File: config.mk
export PLATFORM = sky130hd
export DESIGN_NAME = mips_reg_dump_flat
export DESIGN_NICKNAME = d
export VERILOG_FILES = /design/src/rtl/mips_pkg.sv /design/src/rtl/mips_reg_dump_if.sv /design/src/rtl/mips_reg_dump.sv /design/src/flat_wrapper.sv
export SDC_FILE = /design/constraint.sdc
export NUM_CORES = 1
export LEC_CHECK = 0
export ABC_AREA = 1
export CORE_ASPECT_RATIO = 1.2
export CORE_UTILIZATION = 45
export CTS_BUF_LIST = sky130_fd_sc_hd__clkbuf_8 sky130_fd_sc_hd__clkbuf_16
export DETAILED_ROUTE_END_ITERATION = 10
export HOLD_SLACK_MARGIN = 0.03
export PLACE_DENSITY = 0.85
export SYNTH_ARGS = -nofsm -noshare
export SYNTH_HDL_FRONTEND = slang
export SYNTH_SLANG_ARGS = --single-unit
File: constraint.sdc
create_clock -name clk -period 3.1 [get_ports clk]
set_clock_uncertainty 0.15 [all_clocks]
set_input_delay 0.465 -clock clk [delete_from_list [all_inputs] [get_ports clk]]
set_output_delay 0.465 -clock clk [all_outputs]
set_load 0.1 [all_outputs]
File: src/rtl/mips_pkg.sv
// Shared MIPS register-file constants plus the dump engine's state encoding and output payload.
package mips_pkg;

  localparam int unsigned NUM_REGS = 8;
  localparam int unsigned ADDR_W   = 3;
  localparam int unsigned DATA_W   = 32;

  typedef enum logic [1:0] {
    DS_IDLE  = 2'd0,
    DS_FETCH = 2'd1,
    DS_SEND  = 2'd2,
    DS_DONE  = 2'd3
  } dump_state_t;

  typedef struct packed {
    logic [DATA_W-1:0] data;
    logic [ADDR_W-1:0] index;
    logic              last;
  } dump_word_t;

endpackage

File: src/rtl/mips_reg_dump_if.sv
// Control, register-file read port and valid/ready stream of the register dump engine.
interface mips_reg_dump_if;
  import mips_pkg::*;

  logic              start;
  logic [ADDR_W-1:0] first_reg;
  logic [ADDR_W-1:0] last_reg;
  logic              busy;
  logic              done;
  logic [ADDR_W-1:0] rd_addr;
  logic [DATA_W-1:0] rd_data;
  logic              out_valid;
  logic              out_ready;
  logic [DATA_W-1:0] out_data;
  logic [ADDR_W-1:0] out_index;
  logic              out_last;

  modport master (
    output start, first_reg, last_reg, rd_data, out_ready,
    input  busy, done, rd_addr, out_valid, out_data, out_index, out_last
  );

  modport slave (
    input  start, first_reg, last_reg, rd_data, out_ready,
    output busy, done, rd_addr, out_valid, out_data, out_index, out_last
  );

endinterface

File: src/rtl/mips_reg_dump.sv
// Walks a (possibly wrapping) register range through one read port and streams each word
// with its index over valid/ready.
module mips_reg_dump
  import mips_pkg::*;
(
  input  logic            clk,
  input  logic            rst,
  mips_reg_dump_if.slave  dump_if
);

  dump_state_t       state_q, state_d;
  logic [ADDR_W-1:0] cur_q, cur_d;
  logic [ADDR_W-1:0] last_q, last_d;
  dump_word_t        word_q, word_d;
  logic              valid_q, valid_d;
  logic              done_q, done_d;
  logic              hs;

  assign hs = valid_q & dump_if.out_ready;

  // Next-state, index counter and output holding register
  always_comb begin
    state_d = state_q;
    cur_d   = cur_q;
    last_d  = last_q;
    word_d  = word_q;
    case (state_q)
      DS_IDLE: begin
        if (dump_if.start) begin
          cur_d   = dump_if.first_reg;
          last_d  = dump_if.last_reg;
          state_d = DS_FETCH;
        end
      end
      DS_FETCH: begin
        word_d.data  = dump_if.rd_data;
        word_d.index = cur_q;
        word_d.last  = (cur_q == last_q);
        state_d      = DS_SEND;
      end
      DS_SEND: begin
        if (hs) begin
          if (word_q.last) begin
            state_d = DS_DONE;
          end else begin
            // ADDR_W-bit add makes the range wrap past the top register for free
            cur_d   = cur_q + ADDR_W'(1);
            state_d = DS_FETCH;
          end
        end
      end
      DS_DONE: state_d = DS_IDLE;
      default: state_d = DS_IDLE;
    endcase
    valid_d = (state_d == DS_SEND);
    done_d  = (state_d == DS_DONE);
  end

  always_ff @(posedge clk or posedge rst) begin
    if (rst) begin
      state_q <= DS_IDLE;
      cur_q   <= '0;
      last_q  <= '0;
      word_q  <= '0;
      valid_q <= 1'b0;
      done_q  <= 1'b0;
    end else begin
      state_q <= state_d;
      cur_q   <= cur_d;
      last_q  <= last_d;
      word_q  <= word_d;
      valid_q <= valid_d;
      done_q  <= done_d;
    end
  end

  // rd_addr and busy decode straight from state so the external read mux switches in time
  assign dump_if.busy      = (state_q != DS_IDLE);
  assign dump_if.rd_addr   = (state_q == DS_FETCH) ? cur_q : '0;
  assign dump_if.done      = done_q;
  assign dump_if.out_valid = valid_q;
  assign dump_if.out_data  = word_q.data;
  assign dump_if.out_index = word_q.index;
  assign dump_if.out_last  = word_q.last;

endmodule

File: src/flat_wrapper.sv
// flat-port wrapper written by rule: the top's interface ports become plain ports
module mips_reg_dump_flat import mips_pkg::*;
  (clk, rst, dump_if_start, dump_if_first_reg, dump_if_last_reg, dump_if_rd_data, dump_if_out_ready, dump_if_busy, dump_if_done, dump_if_rd_addr, dump_if_out_valid, dump_if_out_data, dump_if_out_index, dump_if_out_last);
  mips_reg_dump_if dump_if_i ();
  input  logic clk;
  input  logic rst;
  input wire logic [$bits(dump_if_i.start)-1:0] dump_if_start;
  input wire logic [$bits(dump_if_i.first_reg)-1:0] dump_if_first_reg;
  input wire logic [$bits(dump_if_i.last_reg)-1:0] dump_if_last_reg;
  input wire logic [$bits(dump_if_i.rd_data)-1:0] dump_if_rd_data;
  input wire logic [$bits(dump_if_i.out_ready)-1:0] dump_if_out_ready;
  output wire logic [$bits(dump_if_i.busy)-1:0] dump_if_busy;
  output wire logic [$bits(dump_if_i.done)-1:0] dump_if_done;
  output wire logic [$bits(dump_if_i.rd_addr)-1:0] dump_if_rd_addr;
  output wire logic [$bits(dump_if_i.out_valid)-1:0] dump_if_out_valid;
  output wire logic [$bits(dump_if_i.out_data)-1:0] dump_if_out_data;
  output wire logic [$bits(dump_if_i.out_index)-1:0] dump_if_out_index;
  output wire logic [$bits(dump_if_i.out_last)-1:0] dump_if_out_last;
  assign dump_if_i.start = dump_if_start;
  assign dump_if_i.first_reg = dump_if_first_reg;
  assign dump_if_i.last_reg = dump_if_last_reg;
  assign dump_if_i.rd_data = dump_if_rd_data;
  assign dump_if_i.out_ready = dump_if_out_ready;
  assign dump_if_busy = dump_if_i.busy;
  assign dump_if_done = dump_if_i.done;
  assign dump_if_rd_addr = dump_if_i.rd_addr;
  assign dump_if_out_valid = dump_if_i.out_valid;
  assign dump_if_out_data = dump_if_i.out_data;
  assign dump_if_out_index = dump_if_i.out_index;
  assign dump_if_out_last = dump_if_i.out_last;
  mips_reg_dump u_core (.clk(clk), .rst(rst), .dump_if(dump_if_i));
endmodule
**Run 1: signal metal coverage by tile**

Drawn at 4 px/um. The die is cut into 13 by 15 equal tiles; black is low, pale yellow is high, scaled to the fullest tile. Values are wire area over tile area, all layers added.
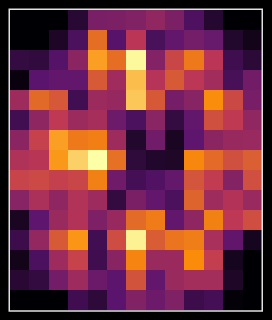
mean over tiles	0.14
emptiest ninth of the die	north-west
nearly empty tiles	7.2%
fullest tile	0.39
tiles over half the peak	29%
via count: 1730
All-Layer GR Usage: 19.96%
DR WL/cell: 12.00 um
Final Routed Wirelength: 4321 um

**Run 1: drive-strength map**

Drawn at 6 px/um.
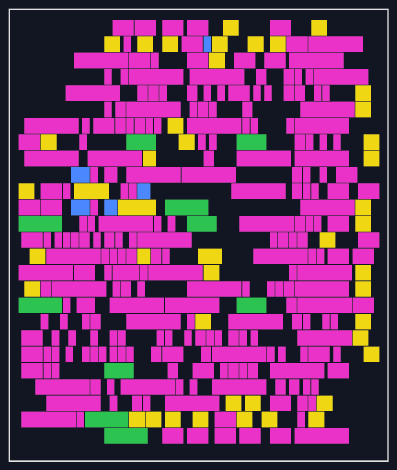
size	colour	cells	share	most used
drive 3 to 4	yellow	44	14%	buf_4
drive 1 or less	magenta	245	81%	nand2_1
drive 6 and up	green	10	3.3%	clkbuf_8
drive 2	blue	5	1.6%	nand2_2
Syn-to-layout area delta: 42.13%
buffer count excluding the clock tree in the final layout: 84
final worst-path setup slack: 570.3 ps
post-route cell area: 0.002845 sq mm

**Run 1: clock wiring as the flow saved it**

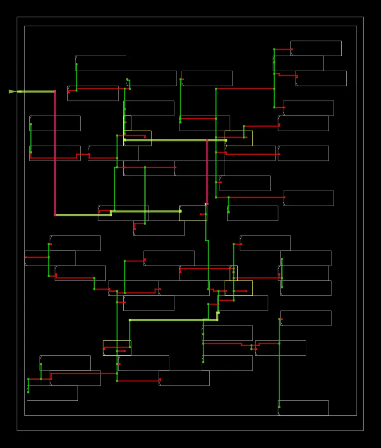
clock latency of the later-clocked register in the worst-skew pair: 290 ps
total number of sequential cells: 46

**Run 1: M3 wires**

Drawn at 6 px/um.
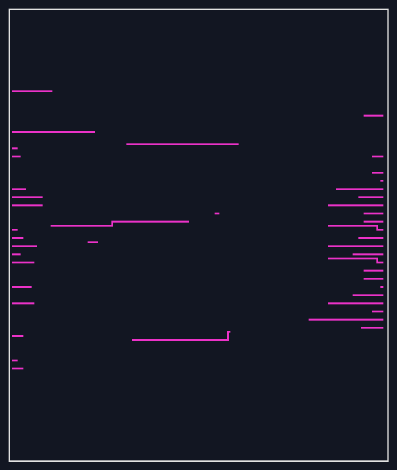
wire length on this layer	223 um
longest straight run	18.4 um
nets with wire on the layer	41
share of all routed wire	5.2%
main direction	horizontal
met3 demand-to-capacity share in global routing: 6.364%

==> run 1: final timing paths <==
| check | startpoint | to | slack (ps) | depth (start not counted) |
|---|---|---|---|---|
| setup / recovery | u_core.state_q[1]$_DFF_PP0_ | dump_if_rd_addr[0] | 570 | 4 |
| hold / removal | u_core.dump_if.out_data[29]$_DFFE_PP0N_ | u_core.dump_if.out_data[29]$_DFFE_PP0N_ | 320 | 2 |
| setup reg to reg | u_core.state_q[1]$_DFF_PP0_ | u_core.dump_if.out_last$_DFFE_PP0N_ | 1410 | 5 |
| hold reg to reg | u_core.dump_if.out_data[29]$_DFFE_PP0N_ | u_core.dump_if.out_data[29]$_DFFE_PP0N_ | 320 | 2 |
| max in group asynchronous | rst | u_core.dump_if.out_data[27]$_DFFE_PP0N_ | 1690 | 2 |
| min in group asynchronous | rst | u_core.dump_if.out_data[11]$_DFFE_PP0N_ | 550 | 2 |
==> run 1: worst max-delay path: stages, from the launching register on <==
cell,delay (ps)
sky130_fd_sc_hd__dfrtp_1,420
sky130_fd_sc_hd__inv_4,320
sky130_fd_sc_hd__nand2_4,370
sky130_fd_sc_hd__nor2_1,290
sky130_fd_sc_hd__buf_12,210
==> run 1: metrics by stage <==
stage	std cells	instance area (sq um)	setup WS (ps)
2_1_floorplan	224	2002	444.3
3_3_place_gp	353	2769	882.1
3_5_place_dp	353	2769	869.0
4_1_cts	360	2845	543.8
5_1_grt	360	2845	407.7
6_report	360	2845	570.3
==> run 1: flip-flops by register name, indices dropped and copies added (netlist names) <==
register,cells
u_core.dump_if.done,1
u_core.dump_if.out_last,1
u_core.dump_if.out_index,3
u_core.state_q,2
u_core.dump_if.out_valid,1
u_core.cur_q,3
u_core.dump_if.out_data,32
u_core.last_q,3
==> run 1: cells by family after synthesis <==
group                      after synthesis  synth area share, %
and+or+nand+nor                        150                32.69
DFF                                     46                57.50
buffers and inverters                   19                6.062
AOI/OAI and AO/OA                        7                2.687
xor gates and xnor gates                 1               0.4376
adders and majority gates                1               0.6249
==> run 1: layer usage <==
layer	up-vias	share of wire [%]
li1	866	-
met1	814	41
met2	46	53
met3	4	5.1
met4	0	0.79
met5	-	0
==> run 1: final cells by class <==
class / count / area (sq um)
tap: 56 / 70.07
clock buffer: 5 / 68.82
sequential: 46 / 1151
fill: 359 / 1416
timing repair buffer: 84 / 783.3
inverter: 8 / 35.03
multi-input combinational: 159 / 729.5
clock inverter: 2 / 7.507
==> run 1: placed cells by master (no fill, tap or decap), drive strengths merged <==
cell type      Yosys  routed
ha                 1       1
nand3             38      38
o21ai              6       6
xnor2              1       1
clkdlybuf4s50      0      41
and2               1       1
buf               11      43
inv                8      10
a21oi              1       1
clkbuf             0       5
nor2               9       9
nand2            102     102
dfrtp             46      46
==> impl_metrics.xml, run 1 <==
<?xml version="1.0" encoding="UTF-8"?>
<metrics>
  <group name="status">
    <metric name="run_status" unit="">finished, final reports clean</metric>
  </group>
  <group name="clock_tree">
    <metric name="clkSinkCount" unit="">46</metric>
    <metric name="post_cts_resize_count" unit="">0</metric>
    <metric name="longest_clk_path_bufs" unit="">2</metric>
    <metric name="post_cts_hold_buffer_count" unit="">0</metric>
  </group>
  <group name="final_timing">
    <metric name="worst_pin_slew" unit="ps">914.8</metric>
    <metric name="slew_headroom" unit="%">38.93</metric>
    <metric name="finalHoldWorstSlack" unit="ps">325.0</metric>
    <metric name="max_clock_freq" unit="GHz">0.3953</metric>
    <metric name="fin_setup_tns" unit="ps">0</metric>
    <metric name="final-hold-violation-count" unit="">0</metric>
    <metric name="finalSetupViolations" unit="">0</metric>
    <metric name="unrepaired_setup_endpoints_after_global_routing" unit="">no</metric>
  </group>
  <group name="layout">
    <metric name="nets" unit="">347</metric>
    <metric name="post_layout_utilization_of_the_core" unit="%">66.76</metric>
  </group>
  <group name="grt">
    <metric name="grt_antenna_before_repair" unit="">0</metric>
    <metric name="grt_pass1_wl" unit="um">7196</metric>
    <metric name="number_of_global_route_vias_before_repair" unit="">1590</metric>
    <metric name="gr-usage-met2" unit="%">35.13</metric>
    <metric name="grt.busiest_layer" unit="">met2</metric>
    <metric name="gr-usage-met1" unit="%">23.44</metric>
    <metric name="gr-total-overflow" unit="">0</metric>
  </group>
  <group name="worst_setup_path">
    <metric name="cp_data_arrival_time" unit="ps">1910</metric>
    <metric name="worst-endpoint-required" unit="ps">2480</metric>
    <metric name="worstPathMaxFanout" unit="">45</metric>
    <metric name="cp-end-kind" unit="">primary output</metric>
  </group>
  <group name="placed_design">
    <metric name="hpwl_dp" unit="um">3081</metric>
    <metric name="gpl.final_weighted_congestion" unit="">0.8036</metric>
  </group>
  <group name="floorplanning">
    <metric name="floorplan.io_pins" unit="">84</metric>
    <metric name="core_area" unit="sq mm">0.004262</metric>
  </group>
  <group name="route">
    <metric name="count_of_nets_left_with_antenna_violations_after_detail_routing" unit="">0</metric>
    <metric name="post-route-drc-count" unit="">0</metric>
    <metric name="dr.pass1.iters" unit="">6</metric>
    <metric name="post_drt_via_cell_ratio" unit="">4.806</metric>
  </group>
  <group name="synthesis">
    <metric name="synthDominantCellAreaShare" unit="%">57.50</metric>
    <metric name="synth_cell_type_count" unit="">20</metric>
    <metric name="enable_flop_cells" unit="">0</metric>
    <metric name="synth.cell_area" unit="sq mm">0.002002</metric>
    <metric name="synth.net_count" unit="">267</metric>
    <metric name="fraction_of_registers_with_async_set_or_reset_after_synthesis" unit="%">100.0</metric>
    <metric name="synth.yosys.num_cells" unit="">224</metric>
    <metric name="syn-mean-instance-area" unit="sq um">8.937</metric>
    <metric name="synth-warning-count" unit="">0</metric>
  </group>
</metrics>
==> run 1 -> run 2 <==
--- a/config.mk
+++ b/config.mk
@@ -7,11 +7,11 @@
 export LEC_CHECK = 0
 export ABC_AREA = 1
 export CORE_ASPECT_RATIO = 1.2
-export CORE_UTILIZATION = 45
+export CORE_UTILIZATION = 38
 export CTS_BUF_LIST = sky130_fd_sc_hd__clkbuf_8 sky130_fd_sc_hd__clkbuf_16
 export DETAILED_ROUTE_END_ITERATION = 10
 export HOLD_SLACK_MARGIN = 0.03
-export PLACE_DENSITY = 0.85
+export PLACE_DENSITY = 0.76
 export SYNTH_ARGS = -nofsm -noshare
 export SYNTH_HDL_FRONTEND = slang
 export SYNTH_SLANG_ARGS = --single-unit
==> constraint.sdc (replaced) <==
create_clock -name clk -period 2.1 [get_ports clk]
set_clock_uncertainty 0.15 [all_clocks]
set_input_delay 0.315 -clock clk [delete_from_list [all_inputs] [get_ports clk]]
set_output_delay 0.315 -clock clk [all_outputs]
set_load 0.1 [all_outputs]
==> impl_metrics.xml, run 2 <==
<?xml version="1.0" encoding="UTF-8"?>
<metrics>
  <group name="final_timing">
    <metric name="slew_headroom" unit="%">81.17</metric>
    <metric name="fin_setup_tns" unit="ps">0</metric>
    <metric name="unrepaired_setup_endpoints_after_global_routing" unit="">no</metric>
    <metric name="worst_pin_slew" unit="ps">282.5</metric>
    <metric name="finalSetupViolations" unit="">0</metric>
  </group>
  <group name="synthesis">
    <metric name="fraction_of_registers_with_async_set_or_reset_after_synthesis" unit="%">100.0</metric>
    <metric name="synth_cell_type_count" unit="">20</metric>
    <metric name="synth.cell_area" unit="sq mm">0.002002</metric>
    <metric name="mux_share" unit="%">0</metric>
    <metric name="syn-mean-instance-area" unit="sq um">8.937</metric>
    <metric name="post_synth_ao_oa_area_fraction" unit="%">2.687</metric>
    <metric name="synth-warning-count" unit="">0</metric>
    <metric name="yosys.area_share.xor_xnor" unit="%">0.4375</metric>
    <metric name="synth.net_count" unit="">267</metric>
    <metric name="synthDominantCellAreaShare" unit="%">57.50</metric>
    <metric name="adder_cell_fraction_of_synth_area" unit="%">0.6250</metric>
    <metric name="top_non_seq_family" unit="">simple AND/OR/NAND/NOR gates</metric>
    <metric name="yosys_simple_share" unit="%">32.69</metric>
  </group>
  <group name="layout">
    <metric name="lay_top_count" unit="">sky130_fd_sc_hd__nand2_1</metric>
    <metric name="number_of_flip_flops_in_the_largest_register" unit="">32</metric>
  </group>
  <group name="grt">
    <metric name="grt_pass1_wl" unit="um">7396</metric>
    <metric name="number_of_global_route_vias_before_repair" unit="">1648</metric>
    <metric name="gr-total-overflow" unit="">0</metric>
  </group>
  <group name="route">
    <metric name="post-route-drc-count" unit="">0</metric>
    <metric name="detailroute.via_count" unit="">1730</metric>
    <metric name="dr.pass1.iters" unit="">4</metric>
    <metric name="count_of_nets_left_with_antenna_violations_after_detail_routing" unit="">0</metric>
  </group>
  <group name="clock_tree">
    <metric name="post_cts_resize_count" unit="">0</metric>
    <metric name="post_cts_hold_buffer_count" unit="">0</metric>
    <metric name="worstSkewPairLatency" unit="ps">280</metric>
    <metric name="clkSinkCount" unit="">46</metric>
  </group>
  <group name="worst_setup_path">
    <metric name="critical-path-slowest-cell" unit="">sky130_fd_sc_hd__dfrtp_1</metric>
    <metric name="worst-endpoint-required" unit="ps">1630</metric>
    <metric name="cp_data_arrival_time" unit="ps">1500</metric>
    <metric name="cp-end-kind" unit="">primary output</metric>
    <metric name="ordered_cell_list_for_the_critical_path" unit="">inv_4 -&gt; nand2_4 -&gt; nor2_1 -&gt; buf_12</metric>
    <metric name="worstPathMaxFanout" unit="">23</metric>
    <metric name="cpLargestDelayFamily" unit="">flip-flops</metric>
    <metric name="critical_path.max_stage_delay" unit="ps">420</metric>
  </group>
  <group name="status">
    <metric name="run_status" unit="">finished, final reports clean</metric>
  </group>
  <group name="placed_design">
    <metric name="gpl.final_weighted_congestion" unit="">0.8157</metric>
    <metric name="hpwl_dp" unit="um">3251</metric>
  </group>
  <group name="floorplanning">
    <metric name="floorplan.io_pins" unit="">84</metric>
  </group>
</metrics>
## run 2: cell count changes in the layout (fill, tap and decap cells not counted), sizes merged
cell and delta:
buf +4
## run 2: final timing paths
path / endpoint / cells after the start / start
setup / recovery: dump_if_rd_addr[0] / 4 / u_core.state_q[1]$_DFF_PP0_
hold / removal: u_core.dump_if.out_data[9]$_DFFE_PP0N_ / 3 / rst
setup reg to reg: u_core.cur_q[2]$_DFFE_PP0P_ / 6 / u_core.state_q[1]$_DFF_PP0_
hold reg to reg: u_core.dump_if.out_data[6]$_DFFE_PP0N_ / 2 / u_core.dump_if.out_data[6]$_DFFE_PP0N_
max in group asynchronous: u_core.dump_if.out_valid$_DFF_PP0_ / 3 / rst
min in group clk: u_core.dump_if.out_data[6]$_DFFE_PP0N_ / 2 / u_core.dump_if.out_data[6]$_DFFE_PP0N_
## run 2: worst register-to-register path: stages, from the launching register on
cell	delay [ps]
sky130_fd_sc_hd__dfrtp_1	420
sky130_fd_sc_hd__inv_4	160
sky130_fd_sc_hd__buf_4	320
sky130_fd_sc_hd__nand3_4	200
sky130_fd_sc_hd__nand2_1	150
sky130_fd_sc_hd__nand2_1	60
sky130_fd_sc_hd__nand2_1	50
## run 2: area by class of cell
cell class / instances / area [sq um]
Sequential cell: 46 / 1151
Inverter: 8 / 35.03
Clock inverter: 2 / 7.507
Timing Repair Buffer: 88 / 825.8
Fill cell: 478 / 2117
Multi-Input combinational cell: 159 / 729.5
Clock buffer: 5 / 68.82
Tap cell: 60 / 75.07
## run 2: kinds of logic after synthesis
family	after synthesis
flip-flops	46
buffers and inverters	19
AND/OR/NAND/NOR	150
adder cells (fa/ha/maj)	1
AND-OR/OR-AND	7
XOR/XNOR	1
## run 2: per-stage QoR
step / area, sq um / setup slack, ps / hold WS (ps)
floorplan: 2002 / -405.7 / 274.6
global placement: 2816 / 441.3 / 305.5
CTS: 2893 / 105.7 / 226.4
finish: 2893 / 134.8 / 217.8
global route: 2893 / 26.77 / 237.9
detailed placement: 2816 / 437.9 / 309.1
## run 2: per-layer routing
layer	share of wire [%]	global-route usage, %	up-vias
li1	-	-	870
met1	41	20.76	795
met2	51	30.98	60
met3	6.3	3.889	5
met4	0.92	6.875	0
met5	0	0	-
**Run 2: where the registers sit**

Drawn at 4 px/um. Other sequential cells in the stronger grey, the rest of the logic in the fainter grey.
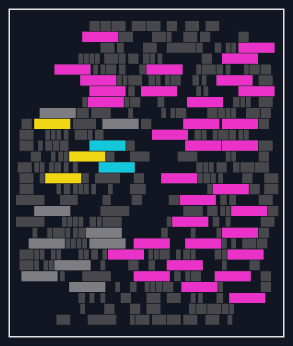
name in the netlist	colour	sequential cells
`u_core.cur_q`	yellow	3
`u_core.state_q`	cyan	2
`u_core.dump_if.out_data`	magenta	32
not coloured	9
post-layout utilization of the core: 57.74%
sequential standard cell area: 0.001151 sq mm

**Run 2: signal metal coverage by tile**

Drawn at 4 px/um. The die is cut into 14 by 16 equal tiles; black is low, pale yellow is high, scaled to the fullest tile. Values are wire area over tile area, all layers added.
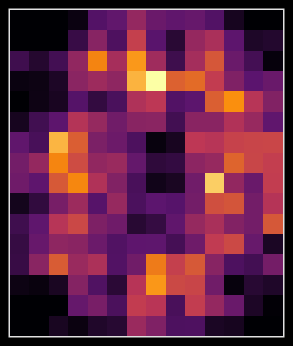
nearly empty tiles	8.0%
emptiest ninth of the die	north-west
mean over tiles	0.13
densest ninth of the die	east
All-Layer GR Usage: 17.75%
DR WL/cell: 12.41 um

**Run 2: M3 wires**

Drawn at 6 px/um.
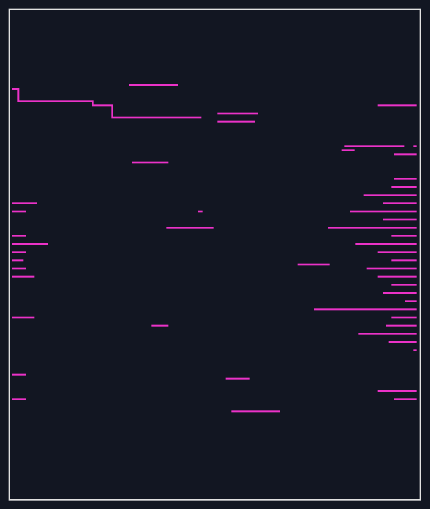
longest straight run	16.8 um
nets with wire on the layer	48
Final Routed Wirelength: 4567 um
met3 demand-to-capacity share in global routing: 3.889%

